$ cat src/rtl/prom_seq_pkg.sv
// Shared types and constants for the PROM page-write sequencer.
package prom_seq_pkg;

    localparam int unsigned QUAD_W     = 32;
    localparam int unsigned IDX_W      = 5;
    localparam int unsigned BLK_ADDR_W = 6;
    localparam int unsigned ERR_W      = 2;
    localparam int unsigned POLL_W     = 16;
    localparam int unsigned OP_W       = 8;

    // SPI PROM opcodes carried in the top byte of a command quadlet
    localparam logic [OP_W-1:0] OP_WREN  = 8'h06;
    localparam logic [OP_W-1:0] OP_RDSR  = 8'h05;
    localparam logic [OP_W-1:0] OP_WRITE = 8'h02;

    // Failure reasons reported with done
    localparam logic [ERR_W-1:0] ERR_NQUADS  = 2'd0;
    localparam logic [ERR_W-1:0] ERR_TIMEOUT = 2'd1;
    localparam logic [ERR_W-1:0] ERR_COUNT   = 2'd2;
    localparam logic [ERR_W-1:0] ERR_POLLS   = 2'd3;

    // PROM interface status / result layout
    localparam logic [2:0]  PROM_ST_IDLE = 3'd0;
    localparam int unsigned ST_BLK_WRT   = 3;
    localparam int unsigned RES_WIP      = 0;

    typedef enum logic [3:0] {
        S_IDLE,
        S_WREN,
        S_WREN_W,
        S_BSTART,
        S_BDATA,
        S_BEND,
        S_BWAIT,
        S_RDSR,
        S_RDSR_W,
        S_GAP,
        S_FIN
    } seq_state_t;

    // PROM interface can accept a new command
    function automatic logic prom_is_idle(input logic [QUAD_W-1:0] status);
        return (status[2:0] == PROM_ST_IDLE) && !status[ST_BLK_WRT];
    endfunction

    // Single-opcode register command quadlet
    function automatic logic [QUAD_W-1:0] reg_cmd(input logic [OP_W-1:0] op);
        return {op, 24'h00_0000};
    endfunction

endpackage

$ cat src/rtl/prom_op_wait.sv
// Busy-then-idle wait with watchdog, shared by every PROM wait state.
import prom_seq_pkg::*;

module prom_op_wait #(
    parameter int unsigned WAIT_TIMEOUT = 4095
) (
    input  logic clk,
    input  logic reset,
    input  logic go,
    input  logic en,
    input  logic prom_busy,
    input  logic prom_idle,
    output logic done_c,
    output logic timeout_c
);

    localparam int unsigned WD_W = $clog2(WAIT_TIMEOUT + 1);

    logic            seen_busy;
    logic [WD_W-1:0] wdog;

    // Track whether the operation ever went busy and how long we have waited
    always_ff @(posedge clk or negedge reset) begin
        if (!reset) begin
            seen_busy <= 1'b0;
            wdog      <= '0;
        end else if (go) begin
            seen_busy <= 1'b0;
            wdog      <= '0;
        end else if (en) begin
            if (prom_busy) begin
                seen_busy <= 1'b1;
            end
            if (wdog != WD_W'(WAIT_TIMEOUT)) begin
                wdog <= wdog + WD_W'(1);
            end
        end
    end

    assign done_c    = en && seen_busy && prom_idle;
    assign timeout_c = en && !done_c && (wdog == WD_W'(WAIT_TIMEOUT));

endmodule

$ cat src/rtl/prom_write_seq.sv
// Buffers one page-write frame and drives WREN, block write and status polling.
import prom_seq_pkg::*;

module prom_write_seq #(
    parameter int unsigned MAX_QUADS    = 17,
    parameter int unsigned WAIT_TIMEOUT = 4095,
    parameter int unsigned POLL_GAP     = 1000,
    parameter int unsigned MAX_POLLS    = 65535
) (
    input  logic                  clk,
    input  logic                  reset,
    input  logic                  ld_wen,
    input  logic [IDX_W-1:0]      ld_addr,
    input  logic [QUAD_W-1:0]     ld_data,
    input  logic [IDX_W-1:0]      nquads,
    input  logic                  start,
    output logic                  busy,
    output logic                  done,
    output logic                  error,
    output logic [ERR_W-1:0]      err_code,
    output logic [POLL_W-1:0]     poll_count,
    output logic                  seq_active,
    output logic [QUAD_W-1:0]     prom_cmd,
    output logic                  prom_reg_wen,
    output logic                  prom_blk_start,
    output logic                  prom_blk_wen,
    output logic [BLK_ADDR_W-1:0] prom_blk_addr,
    output logic                  prom_blk_end,
    input  logic [QUAD_W-1:0]     prom_status,
    input  logic [QUAD_W-1:0]     prom_result
);

    localparam int unsigned GAP_W = $clog2(POLL_GAP + 1);

    seq_state_t            state, state_d;
    logic [QUAD_W-1:0]     qbuf [MAX_QUADS];
    logic [IDX_W-1:0]      nq, nq_d;
    logic [IDX_W-1:0]      idx, idx_d;
    logic [GAP_W-1:0]      gap, gap_d;

    logic                  busy_d, done_d, error_d;
    logic [ERR_W-1:0]      err_code_d;
    logic [POLL_W-1:0]     poll_count_d;
    logic [QUAD_W-1:0]     prom_cmd_d;
    logic                  reg_wen_d, blk_start_d, blk_wen_d, blk_end_d;
    logic [BLK_ADDR_W-1:0] blk_addr_d;

    logic                  wait_go_c, wait_en_c, wait_done_c, wait_timeout_c;
    logic                  prom_idle_c, prom_busy_c;
    logic                  unused_bits;

    assign prom_idle_c = prom_is_idle(prom_status);
    assign prom_busy_c = (prom_status[2:0] != PROM_ST_IDLE);
    assign seq_active  = busy;
    assign unused_bits = ^{prom_status[QUAD_W-1:4], prom_result[QUAD_W-1:7]};

    prom_op_wait #(
        .WAIT_TIMEOUT(WAIT_TIMEOUT)
    ) u_wait (
        .clk       (clk),
        .reset     (reset),
        .go        (wait_go_c),
        .en        (wait_en_c),
        .prom_busy (prom_busy_c),
        .prom_idle (prom_idle_c),
        .done_c    (wait_done_c),
        .timeout_c (wait_timeout_c)
    );

    // Frame buffer: loadable only between sequences
    always_ff @(posedge clk) begin
        if (state == S_IDLE && ld_wen && ld_addr < IDX_W'(MAX_QUADS)) begin
            qbuf[ld_addr] <= ld_data;
        end
    end

    // State and registered outputs
    always_ff @(posedge clk or negedge reset) begin
        if (!reset) begin
            state          <= S_IDLE;
            nq             <= '0;
            idx            <= '0;
            gap            <= '0;
            busy           <= 1'b0;
            done           <= 1'b0;
            error          <= 1'b0;
            err_code       <= '0;
            poll_count     <= '0;
            prom_cmd       <= '0;
            prom_reg_wen   <= 1'b0;
            prom_blk_start <= 1'b0;
            prom_blk_wen   <= 1'b0;
            prom_blk_addr  <= '0;
            prom_blk_end   <= 1'b0;
        end else begin
            state          <= state_d;
            nq             <= nq_d;
            idx            <= idx_d;
            gap            <= gap_d;
            busy           <= busy_d;
            done           <= done_d;
            error          <= error_d;
            err_code       <= err_code_d;
            poll_count     <= poll_count_d;
            prom_cmd       <= prom_cmd_d;
            prom_reg_wen   <= reg_wen_d;
            prom_blk_start <= blk_start_d;
            prom_blk_wen   <= blk_wen_d;
            prom_blk_addr  <= blk_addr_d;
            prom_blk_end   <= blk_end_d;
        end
    end

    // Sequencing: next state and next output values
    always_comb begin
        state_d      = state;
        nq_d         = nq;
        idx_d        = idx;
        gap_d        = gap;
        busy_d       = busy;
        done_d       = 1'b0;
        error_d      = error;
        err_code_d   = err_code;
        poll_count_d = poll_count;
        prom_cmd_d   = prom_cmd;
        reg_wen_d    = 1'b0;
        blk_start_d  = 1'b0;
        blk_wen_d    = 1'b0;
        blk_addr_d   = prom_blk_addr;
        blk_end_d    = 1'b0;
        wait_go_c    = 1'b0;
        wait_en_c    = 1'b0;

        case (state)
            S_IDLE: begin
                if (start) begin
                    nq_d = nquads;
                    if (nquads == '0 || nquads > IDX_W'(MAX_QUADS)) begin
                        done_d     = 1'b1;
                        error_d    = 1'b1;
                        err_code_d = ERR_NQUADS;
                    end else begin
                        busy_d       = 1'b1;
                        poll_count_d = '0;
                        error_d      = 1'b0;
                        err_code_d   = ERR_NQUADS;
                        state_d      = S_WREN;
                    end
                end
            end

            S_WREN: begin
                if (prom_idle_c) begin
                    prom_cmd_d = reg_cmd(OP_WREN);
                    reg_wen_d  = 1'b1;
                    wait_go_c  = 1'b1;
                    state_d    = S_WREN_W;
                end
            end

            S_WREN_W: begin
                wait_en_c = 1'b1;
                if (wait_done_c) begin
                    state_d = S_BSTART;
                end else if (wait_timeout_c) begin
                    error_d    = 1'b1;
                    err_code_d = ERR_TIMEOUT;
                    state_d    = S_FIN;
                end
            end

            S_BSTART: begin
                if (prom_idle_c) begin
                    blk_start_d = 1'b1;
                    idx_d       = '0;
                    state_d     = S_BDATA;
                end
            end

            // Gap-free burst: the PROM side ends the block if its reader catches up
            S_BDATA: begin
                blk_wen_d  = 1'b1;
                blk_addr_d = BLK_ADDR_W'(idx);
                prom_cmd_d = qbuf[idx];
                idx_d      = idx + IDX_W'(1);
                if (idx == nq - IDX_W'(1)) begin
                    state_d = S_BEND;
                end
            end

            S_BEND: begin
                blk_end_d = 1'b1;
                wait_go_c = 1'b1;
                state_d   = S_BWAIT;
            end

            S_BWAIT: begin
                wait_en_c = 1'b1;
                if (wait_done_c) begin
                    if (prom_result[6:0] != 7'(nq)) begin
                        error_d    = 1'b1;
                        err_code_d = ERR_COUNT;
                        state_d    = S_FIN;
                    end else begin
                        state_d = S_RDSR;
                    end
                end else if (wait_timeout_c) begin
                    error_d    = 1'b1;
                    err_code_d = ERR_TIMEOUT;
                    state_d    = S_FIN;
                end
            end

            S_RDSR: begin
                if (prom_idle_c) begin
                    prom_cmd_d = reg_cmd(OP_RDSR);
                    reg_wen_d  = 1'b1;
                    wait_go_c  = 1'b1;
                    if (poll_count != '1) begin
                        poll_count_d = poll_count + POLL_W'(1);
                    end
                    state_d = S_RDSR_W;
                end
            end

            S_RDSR_W: begin
                wait_en_c = 1'b1;
                if (wait_done_c) begin
                    if (!prom_result[RES_WIP]) begin
                        state_d = S_FIN;
                    end else if (poll_count == POLL_W'(MAX_POLLS)) begin
                        error_d    = 1'b1;
                        err_code_d = ERR_POLLS;
                        state_d    = S_FIN;
                    end else begin
                        gap_d   = '0;
                        state_d = S_GAP;
                    end
                end else if (wait_timeout_c) begin
                    error_d    = 1'b1;
                    err_code_d = ERR_TIMEOUT;
                    state_d    = S_FIN;
                end
            end

            S_GAP: begin
                gap_d = gap + GAP_W'(1);
                if (gap >= GAP_W'(POLL_GAP - 1)) begin
                    state_d = S_RDSR;
                end
            end

            S_FIN: begin
                done_d  = 1'b1;
                busy_d  = 1'b0;
                state_d = S_IDLE;
            end

            default: begin
                state_d = S_IDLE;
            end
        endcase
    end

endmodule

$ cat config.mk
export PLATFORM = sky130hd
export DESIGN_NAME = prom_write_seq
export DESIGN_NICKNAME = d
export VERILOG_FILES = /design/src/rtl/prom_seq_pkg.sv /design/src/rtl/prom_op_wait.sv /design/src/rtl/prom_write_seq.sv
export SDC_FILE = /design/constraint.sdc
export NUM_CORES = 1
export LEC_CHECK = 0
export CORE_MARGIN = 1
export CORE_UTILIZATION = 35
export CTS_BUF_LIST = sky130_fd_sc_hd__clkbuf_8
export DETAILED_ROUTE_END_ITERATION = 7
export HOLD_SLACK_MARGIN = 0.06
export PLACE_DENSITY_LB_ADDON = 0.1
export REMOVE_ABC_BUFFERS = 1
export SYNTH_ARGS = -nofsm -noshare
export SYNTH_HDL_FRONTEND = slang
export SYNTH_HIERARCHICAL = 1
export SYNTH_SLANG_ARGS = --single-unit
$ cat constraint.sdc
create_clock -name clk -period 8.4 [get_ports clk]
set_clock_uncertainty 0.2 [all_clocks]
set_input_delay 0.84 -clock clk [delete_from_list [all_inputs] [get_ports clk]]
set_output_delay 0.84 -clock clk [all_outputs]
set_load 0.01 [all_outputs]
Fig. 1: ports around the boundary
(1.5 px per µm) Pins as bars across the die edge, other pins in gray.
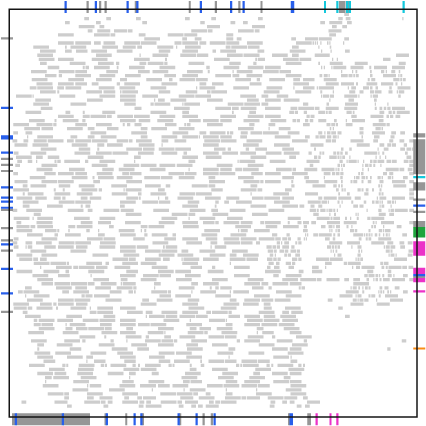
legend:
  ld_data:
    color: blue
    pins: 32
    direction: input
    edge: 11 left, 10 bottom, 9 top, 2 right
  reset:
    color: orange
    pins: 1
    direction: input
    edge: right
  poll_count:
    color: magenta
    pins: 16
    direction: output
    edge: 13 right, 3 bottom
  prom_blk_addr:
    color: cyan
    pins: 6
    direction: output
    edge: 5 top, 1 right
  ld_addr:
    color: green
    pins: 5
    direction: input
    edge: right
Die Height: 271 µm
die width: 271 µm
I/O Buffers: 119

Fig. 2: M4 wires
(1.5 px per µm)
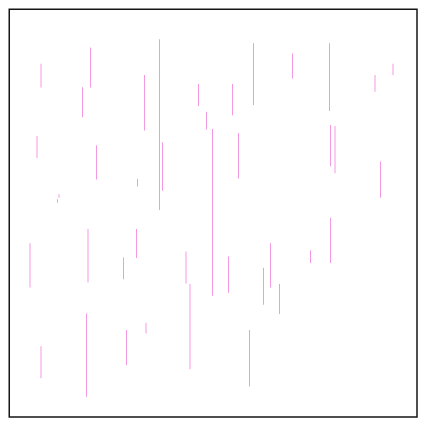
main direction: vertical
wire length on this layer: 1130 µm
longest straight run: 114 µm
nets with wire on the layer: 15
vias: 13.5k
final wirelength: 65100 µm

Fig. 3: logic cells by family
(1.5 px per µm)
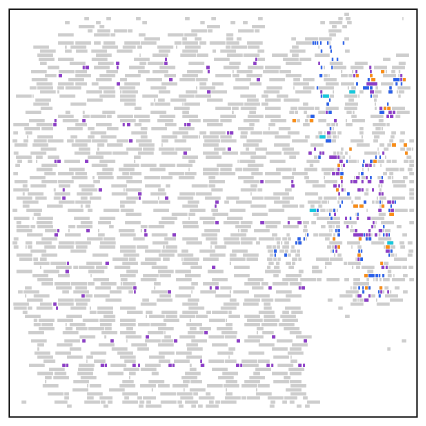
legend:
  nand cells:
    color: blue
    cells: 92
  aoi and oai cells:
    color: purple
    cells: 169
    where: widely spread
  fa/ha/maj cells:
    color: cyan
    cells: 5
  and/or cells:
    color: orange
    cells: 30
Top cell excl fill/tap: edfxtp_1
Comb/total area: 21.0%
Post-Layout Cell Count: 2586

Fig. 4: metal layers overlaid
(1 px per µm) Two of the layers only.
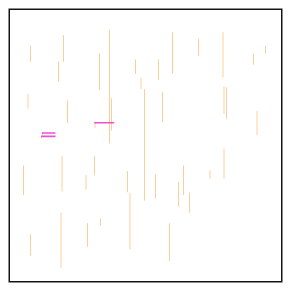
legend:
  metal 4:
    color: orange
    wire_length: 1130 µm
  metal 5:
    color: magenta
    wire_length: 43.2 µm
average routed wire per standard cell: 25.2 µm
GRT Total Usage: 17.8%

Fig. 5: clock nets
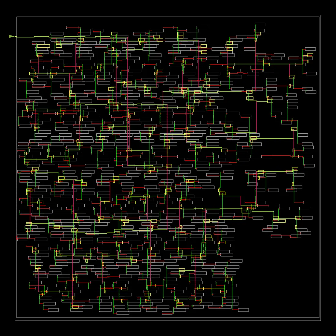
clock buffers: 123
clk_lat worst skew: 0.72 ns
Power Clock: 0.00275 W
sequential cells: 643
clock buffer count from CTS: 112

==> impl_metrics.tcl <==
# yosys + openroad results
set metrics [dict create \
    clkPwrFrac_pct 43.5 \
    finalHoldViolCount 0 \
    largest_register "qbuf" \
    rsz0062_at_grt "no" \
    viasPerCell 5.23 \
    path_class "flop to flop" \
    synth_seq_share_pct 74.3 \
    final_util_pct 41.9 \
    cp_slowest_cell "buf_4" \
    async_flop_share_pct 15.4 \
    netlist_instances 1344 \
    status "finished clean" \
    dieArea_um2 73400 \
    slew_violations 0 \
    antenna_found_initial 4 \
    p_per_area_nw_per_um2 211 \
    yosys_cells 1344 \
    critPathMostFrequentCell "buf_4" \
    grt_max_degree 56 \
    crit_chain "buf_4 > buf_4 > mux4_2 > a22oi_1 > a21oi_1 > a221o_1" \
    pg_comb_w 0.000106 \
    dr_wl_met2_um 31100 \
    layout.nets 1652 \
    maxPowerGroup "registers" \
    mostFrequentLayoutCells "544 x edfxtp_1, 130 x mux4_2, 123 x clkbuf_8" \
    comb_power_share_pct 1.7 \
    drive_above_1_share_pct 22.5 \
    post_cts_buffers 0 \
    coreArea_um2 71500 \
    holdWs_ns 0.270 \
    tool_warnings 78 \
    top_area_cell "edfxtp_1" \
    final.setup.tns_ns 0 \
    ir_worst_vdd_uv 103 \
    placedCellCount 2372 \
    ys_ff 643 \
    cp-start-kind "flop" \
    r2r_cells 6 \
    ys_types 73 \
    min_to "prom_cmd[4]$_DFFE_PN0P_" \
    cts_num_sinks 643 \
    yosysWarningCount 6 \
    fillers 6375 \
    whs_path_depth 1 \
    route.met3.wl_um 3000 \
    reg.largest.list "qbuf (544), prom_cmd (32), poll_count (16)" \
    final.setup.worst_slack_ns 4.62 \
    drt-met1-wl_um 29900 \
    ioPinCount 174 \
    clk_pin_slew_ns 0.06 \
    grt.met2_usage_pct 28.5 \
    synth.most_common_cell "edfxtp_1" \
    worstPathArrival_ns 4.15 \
    seq_cell_power_w 0.00347 \
    p_seq_share_pct 54.9 \
    grt_pass1_wl_um 95200 \
    end_kind "flop" \
    grt.met1_usage_pct 24.9 \
    cts.path.max_buffers 3 \
    place_ws_ns 4.50 \
    cts-root-buf "clkbuf_8" \
    gr-max-usage-layer "met2" \
    drc 0 \
    hp-start "qbuf[16][4]$_DFFE_PP_" \
    use_met3_pct 3.65 \
    synth_area_per_cell_um2 18.8 \
    tightest_slew_ns 0.986 \
    dr.pass1.iters 5 \
    gp_congestion 0.768 \
    area_leaders "edfxtp_1 65%, mux4_2 12%, dfrtp_1 9.8%, a22oi_1 1.7%, a221o_1 1.1%" \
    synthFlopType "edfxtp_1" \
    cts_tree "built" \
    routed.top_layer "met5" \
    maxSlewHeadroom_pct 33.6 \
    row_count 98 \
]
[cell families after synthesis]
group                      count (synthesis)  share of synthesized area (%)
other                                      1                         0.0148
buffers and inverters                     79                           1.36
and+or+nand+nor                          231                           4.81
xor gates and xnor gates                  29                           1.00
AOI/OAI and AO/OA                        210                           5.95
muxes                                    146                           12.3
DFF                                      643                           74.3
adders and majority gates                  5                          0.247
[layout make-up]
| type | count | area [µm²] | area share (%) |
|---|---|---|---|
| Antenna cell | 1 | 2.50 | 0.00836 |
| Clock buffer | 123 | 1690 | 5.65 |
| Clock inverter | 89 | 483 | 1.61 |
| Inverter | 5 | 18.8 | 0.0627 |
| Multi-Input combinational cell | 622 | 6290 | 21.0 |
| Sequential cell | 643 | 18800 | 62.8 |
| Tap cell | 950 | 1190 | 3.97 |
| Timing Repair Buffer | 153 | 1450 | 4.83 |
Power and IR drop assume default switching activity.
